`src/rtl/ysyx_041461_pipe_ctrl_pkg.sv`:
```
// ysyx_041461_pipe_ctrl_pkg: shared ysyx_041461 defines (pipeline controller state encoding)
package ysyx_041461_pipe_ctrl_pkg;
    typedef enum logic {
        RUN      = 1'b0,
        DIV_WAIT = 1'b1
    } pipe_state_e;
endpackage

```
`src/rtl/ysyx_041461_hazard_detect.sv`:
```
// ysyx_041461_hazard_detect: flags an ID instruction that reads the destination of a load still in EXE
module ysyx_041461_hazard_detect
    import ysyx_041461_pipe_ctrl_pkg::*;
(
    input  logic       id_valid,
    input  logic       id_rs1_used,
    input  logic       id_rs2_used,
    input  logic [4:0] id_rs1,
    input  logic [4:0] id_rs2,
    input  logic       exe_valid,
    input  logic       exe_is_load,
    input  logic [4:0] exe_rd,
    output logic       load_use
);
    logic rs_hit;
    assign rs_hit   = (id_rs1_used && id_rs1 == exe_rd) || (id_rs2_used && id_rs2 == exe_rd);
    assign load_use = exe_valid && exe_is_load && exe_rd != 5'd0 && id_valid && rs_hit;
endmodule

```
`src/rtl/ysyx_041461_pipe_ctrl.sv`:
```
// ysyx_041461_pipe_ctrl: five-stage pipeline stall/flush controller with divider handshake.
// Define YSYX_041461_PIPE_PERF_EN to build the saturating stall/load-use counters.
module ysyx_041461_pipe_ctrl
    import ysyx_041461_pipe_ctrl_pkg::*;
#(
    parameter int CNT_W = 32
) (
    input  logic             clk,
    input  logic             rst,
    input  logic             id_valid,
    input  logic             id_rs1_used,
    input  logic             id_rs2_used,
    input  logic [4:0]       id_rs1,
    input  logic [4:0]       id_rs2,
    input  logic             exe_valid,
    input  logic             exe_is_load,
    input  logic             exe_div,
    input  logic [4:0]       exe_rd,
    input  logic             exe_redirect,
    input  logic             div_done,
    input  logic             mem_req,
    input  logic             mem_ready,
    input  logic             wb_trap,
    output logic             if_en,
    output logic             id_en,
    output logic             exe_en,
    output logic             mem_en,
    output logic             wb_en,
    output logic             id_bubble,
    output logic             exe_bubble,
    output logic             mem_bubble,
    output logic             wb_bubble,
    output logic             div_start,
    output logic             div_kill,
    output logic [CNT_W-1:0] stall_cnt,
    output logic [CNT_W-1:0] loaduse_cnt
);
    pipe_state_e state, state_nx;
    logic load_use, mem_stall, lu_act;

    ysyx_041461_hazard_detect u_hazard (
        .id_valid    (id_valid),
        .id_rs1_used (id_rs1_used),
        .id_rs2_used (id_rs2_used),
        .id_rs1      (id_rs1),
        .id_rs2      (id_rs2),
        .exe_valid   (exe_valid),
        .exe_is_load (exe_is_load),
        .exe_rd      (exe_rd),
        .load_use    (load_use)
    );

    assign mem_stall = mem_req && !mem_ready;

    always_ff @(posedge clk or negedge rst)
        if (!rst) state <= RUN;
        else      state <= state_nx;

    // The div launch cycle already holds EXE so the div instruction stays put while the divider runs
    always_comb begin
        state_nx   = state;
        if_en      = 1'b1;
        id_en      = 1'b1;
        exe_en     = 1'b1;
        mem_en     = 1'b1;
        wb_en      = 1'b1;
        id_bubble  = 1'b0;
        exe_bubble = 1'b0;
        mem_bubble = 1'b0;
        wb_bubble  = 1'b0;
        div_start  = 1'b0;
        div_kill   = 1'b0;
        lu_act     = 1'b0;
        if (!rst) begin
            {if_en, id_en, exe_en, mem_en, wb_en} = 5'b0;
        end else if (wb_trap) begin
            {id_bubble, exe_bubble, mem_bubble, wb_bubble} = 4'b1111;
            div_kill = state == DIV_WAIT;
            state_nx = RUN;
        end else if (mem_stall) begin
            {if_en, id_en, exe_en, mem_en} = 4'b0;
            wb_bubble = 1'b1;
        end else if ((state == DIV_WAIT && !div_done) || (state == RUN && exe_valid && exe_div)) begin
            {if_en, id_en, exe_en} = 3'b0;
            mem_bubble = 1'b1;
            div_start  = state == RUN;
            state_nx   = DIV_WAIT;
        end else begin
            state_nx = RUN;
            if (load_use) begin
                {if_en, id_en} = 2'b0;
                exe_bubble = 1'b1;
                lu_act     = 1'b1;
            end else if (exe_redirect) begin
                {id_bubble, exe_bubble} = 2'b11;
            end
        end
    end

`ifdef YSYX_041461_PIPE_PERF_EN
    always_ff @(posedge clk or negedge rst)
        if (!rst) begin
            stall_cnt   <= '0;
            loaduse_cnt <= '0;
        end else begin
            if (!if_en && stall_cnt != '1) stall_cnt <= stall_cnt + CNT_W'(1);
            if (lu_act && loaduse_cnt != '1) loaduse_cnt <= loaduse_cnt + CNT_W'(1);
        end
`else
    assign stall_cnt   = '0;
    assign loaduse_cnt = '0;
`endif
endmodule

```
`config.mk`:
```
export PLATFORM = sky130hd
export DESIGN_NAME = ysyx_041461_pipe_ctrl
export DESIGN_NICKNAME = d
export VERILOG_FILES = /design/src/rtl/ysyx_041461_pipe_ctrl_pkg.sv /design/src/rtl/ysyx_041461_hazard_detect.sv /design/src/rtl/ysyx_041461_pipe_ctrl.sv
export SDC_FILE = /design/constraint.sdc
export NUM_CORES = 1
export LEC_CHECK = 0
export ABC_AREA = 1
export CORE_ASPECT_RATIO = 1.4
export CORE_MARGIN = 5
export CORE_UTILIZATION = 29
export CTS_BUF_LIST = sky130_fd_sc_hd__clkbuf_4 sky130_fd_sc_hd__clkbuf_8 sky130_fd_sc_hd__clkbuf_16
export DETAILED_ROUTE_END_ITERATION = 16
export GPL_ROUTABILITY_DRIVEN = 1
export HOLD_SLACK_MARGIN = 0.08
export PLACE_DENSITY = 0.87
export SKIP_CTS_REPAIR_TIMING = 1
export SLEW_MARGIN = 0
export SYNTH_ARGS = -nofsm -noshare
export SYNTH_HDL_FRONTEND = slang
export SYNTH_SLANG_ARGS = --single-unit
```
`constraint.sdc`:
```
create_clock -name clk -period 4 [get_ports clk]
set_clock_uncertainty 0.15 [all_clocks]
set_input_delay 0.8 -clock clk [delete_from_list [all_inputs] [get_ports clk]]
set_output_delay 0.8 -clock clk [all_outputs]
set_load 0.01 [all_outputs]
```
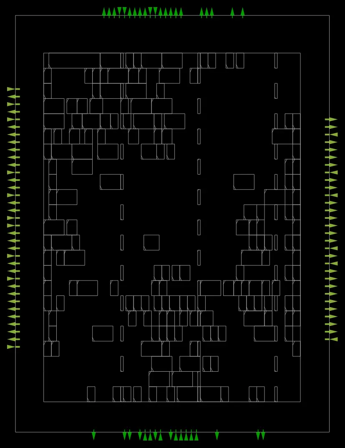
(images/placed.png)
final core area utilization: 36.00%
Layout fillers: 324
TAP cells: 37

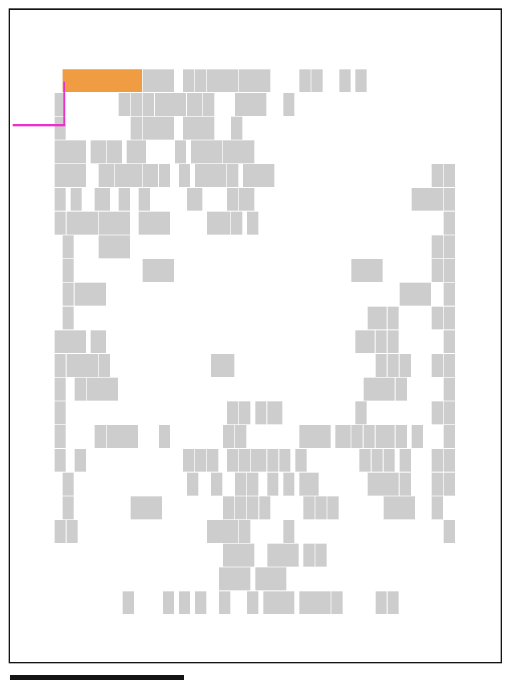
(images/clock_wires.png)
Bar = 20 um.
[magenta] clock wires | length: 10.7 um
[orange] flip-flops | count: 1
routed clock nets: 1
insertion delay of the later-clocked pin in the worst-skew pair: 0 ps
reported clock group power: 0 W
part of the power in the clock network: 0%

==> COMMIT_EDITMSG <==
Add synthesis and place-and-route results

- The flow ran to the end, and the final reports show no timing, DRC or antenna violations.
- Cell class contributing the biggest share of worst-path delay: buffers and inverters
- Top cells by area: sky130_fd_sc_hd__buf_4 57%, sky130_fd_sc_hd__nand2_1 15%, sky130_fd_sc_hd__inv_1 6.5%
* Worst slack on hold paths: 390.4 ps
- Sorting the Yosys area breakdown by cell type puts at the top sky130_fd_sc_hd__buf_4.
* R2R depth: 5
- Number of logged tool warnings: 29
* Worst-case register-to-register setup slack: 2870 ps
- Critical path peak fanout: 7
* Most popular library cell in the synthesized design by count: sky130_fd_sc_hd__buf_4
* Seq group: 0.0000119 W
- In this run, the synthesized area fraction spent on and/or/nand/nor cells is recorded as 27.38%.
* Total Wirelength: 1.882 mm
* Highest-utilization routing layer at the global route stage: met2
- Uppermost signal routing layer after detailed routing: met3
- Critical path type: in -> out
- After synthesis the cells add up to 868.3 um^2.
- Final slew viol count: 0
- Number of enable flip-flop cells: 0
- After floorplanning, the die was sized to cover 4204 um^2.
* Met1 wire length: 621 um
* DP HPWL: 1.788 mm
* Placed Instance Area: 1036 um^2
- The pre-antenna-repair detailed-routing pass consisted of 4 iterations.
* Pin count of the biggest net entering global routing: 8
* Global routing met2 resource utilization: 14.95%
* Placed instance count: 221
- Most instantiated logic cells after routing: 64 x sky130_fd_sc_hd__conb_1, 38 x sky130_fd_sc_hd__clkdlybuf4s50_1, 34 x sky130_fd_sc_hd__nand2_1
- For the final routed database, the setup TNS stands at 0 ps.
* CP peak stage delay: 620 ps
- Total global routing track utilization: 7.230%
* Max-area cell share: 57.06%
* Vias in the first global route: 716
* DRC Markers: 0
- Warnings, synthesis: 0
- After the flow finishes, the layout carries non-filler instances totaling 221.
- Nets@finish: 214
- Timing analysis after detailed placement gives a worst setup slack of 495.3 ps.
- Number of antenna diodes: 0
- Combined area of the multi-input logic cells: 516.7 um^2
- Among all stages on the critical path, the largest delay is contributed by sky130_fd_sc_hd__clkdlybuf4s50_1.
- Proportion of synthesized area in mux cells: 0%
* Mapped Avg Cell Area: 5.828 um^2
- Fraction of layout instances using a drive strength above 1: 4.891%
* Routed wire length on met3: 291 um
* Fraction of synthesis flops using an asynchronous set or reset pin: 100.0%
* Number of ports placed on the die boundary: 103
- The timing report gives the clock slew at the launch and capture registers of the worst setup and hold paths as 0 ps.
- met3 track demand over resource after global routing is 1.029%.
- Worst Min Path Start: state
- The die is 56.25 um wide.
* Switching power: 0.00006413 W
- Worst setup EP type: primary output
- Total congestion overflow after global routing: 0
- The share of total power dissipated in sequential elements is 9.5%.
- For the worst reg-to-reg path, the startpoint reported by OpenROAD is state.
- Placer congestion estimate: 0.7431
- Worst path cell trace: clkdlybuf4s50_1 > nand2_1 > o21ai_2 > a21boi_1 > clkdlybuf4s50_1
- Area overhead of the layout relative to synthesis: 19.31%
* End of the worst register-to-register path: state
* Cell count along the critical path: 5
- Along the worst hold path, the cell count comes to 2.
- First DRT Iteration DRCs: 12
* Leading post-synthesis cells by instance count: 66 x sky130_fd_sc_hd__buf_4, 34 x sky130_fd_sc_hd__nand2_1, 15 x sky130_fd_sc_hd__inv_1
- In the finished design the tool counted flip-flops and latches totalling 1.
* Met1 global-route usage: 8.274%
- Chip area line of the yosys report: 868.3 um^2
- The registers reported with the highest flop counts are state (1).
- Non-clock inverters in the final layout number 18.
* Share of power burned in combinational logic: 90.5%
* First-pass GRT wire length: 2.622 mm
- Main logic family after synthesis: buffers and inverters
- For hold timing, the worst endpoint is state.
- Sequential elements use 2.882% of the synthesized area.
* Dominant synthesized flop cell: sky130_fd_sc_hd__dfrtp_1
- Overall power consumption after layout is estimated at 0.0001250 W.
* Number of antenna violations at the first check in global routing: 0
- Power drawn by the combinational cells: 0.000113 W
- The OpenROAD report gives the critical path a required time of 3050 ps.
* Number of flip-flops under the largest register name: 1
* Netlist cell types: 16
- Share of the synthesized netlist area taken by xor and xnor gates: 0%
- The end-of-flow timing check tallies setup violations at 0.
- Initial Util: 30.17%
* Largest register by flop count: state
- Combined flip-flop and latch cell area: 25.02 um^2
- Post-layout period usage of the worst path: 86.88%
* Final critical path time including I/O delays and setup: 3475 ps
- Share of the final layout cell area in multi-input gates: 49.88%
- The most critical setup path has its endpoint at exe_bubble.
- Cell total in the yosys stat output: 149
* Max VDD drop: 0.06860 mV
- Seq cells post-synth: 1
- Synthesis produced a netlist whose cell count is 149.
- Among logic cells in the layout, the one with the most instances is sky130_fd_sc_hd__conb_1.
- Final routed wire length divided by cell count: 8.516 um
- Combined buffer and inverter count along the critical path: 2
* Number of logic gates: 127
- Summing the areas of all compound-gate instances in the mapped netlist gives 4.467% of the synthesized area.
- Power density of the placed cells: 120.7 nW/um^2
- Per the post-route antenna check, the number of violating nets is 0.
- Per STA, the library cell used most along the worst path is sky130_fd_sc_hd__clkdlybuf4s50_1.
- The count of buffers added on input and output ports is 38.
* Number of vias after detailed routing: 766
- The path class of the tightest hold or removal check is reg -> reg.
* Leading cell category by total area: logic gates
- Max_cap viols: 0
- Internal power comes to 0.00006088 W.
- Count of endpoints failing hold in the final timing report: 0
- Static leakage: 0.6171 nW
- Worst Path Arrival: 2530 ps
- The power report shows net switching accounting for 51.30% of the total.
- After Yosys synthesis, full adders, half adders and majority gates account for 0% of the synthesized area.
- Setup repair after global routing left no endpoint under its margin.
- After layout, the worst setup slack is 525.0 ps.
- Fmax: 287.8 MHz
- Dividing the detail-routed via count by the number of cells gives 3.466.
* Dominant power group: combinational logic
* Routed wire length on met2: 969 um
- Startpoint kind of the worst setup timing path: input pin
- OpenSTA lists the critical path startpoint as rst.
- Die H: 74.75 um
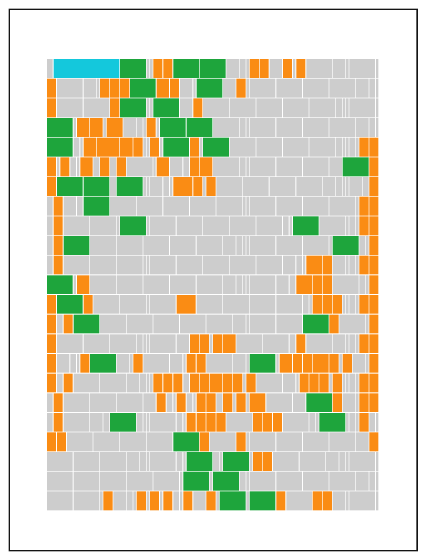
(images/class_map.png)
Fill, decap, tap and diode cells in grey.
[green] remaining buffers and delay cells | cells: 38
[cyan] registers | cells: 1
[orange] remaining logic cells | cells: 145
placeable core region: 2878 um^2
final non-filler cell area: 1036 um^2
number of rows created at floorplan: 23
flop share of the area: 2.415%

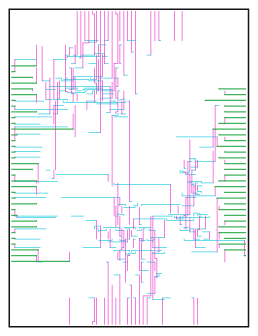
(images/layers.png)
[cyan] M1 | wire length: 621 um
[green] M3 | wire length: 292 um
[magenta] M2 | wire length: 970 um

No activity file was given, so power comes from the tool's default toggle rates.
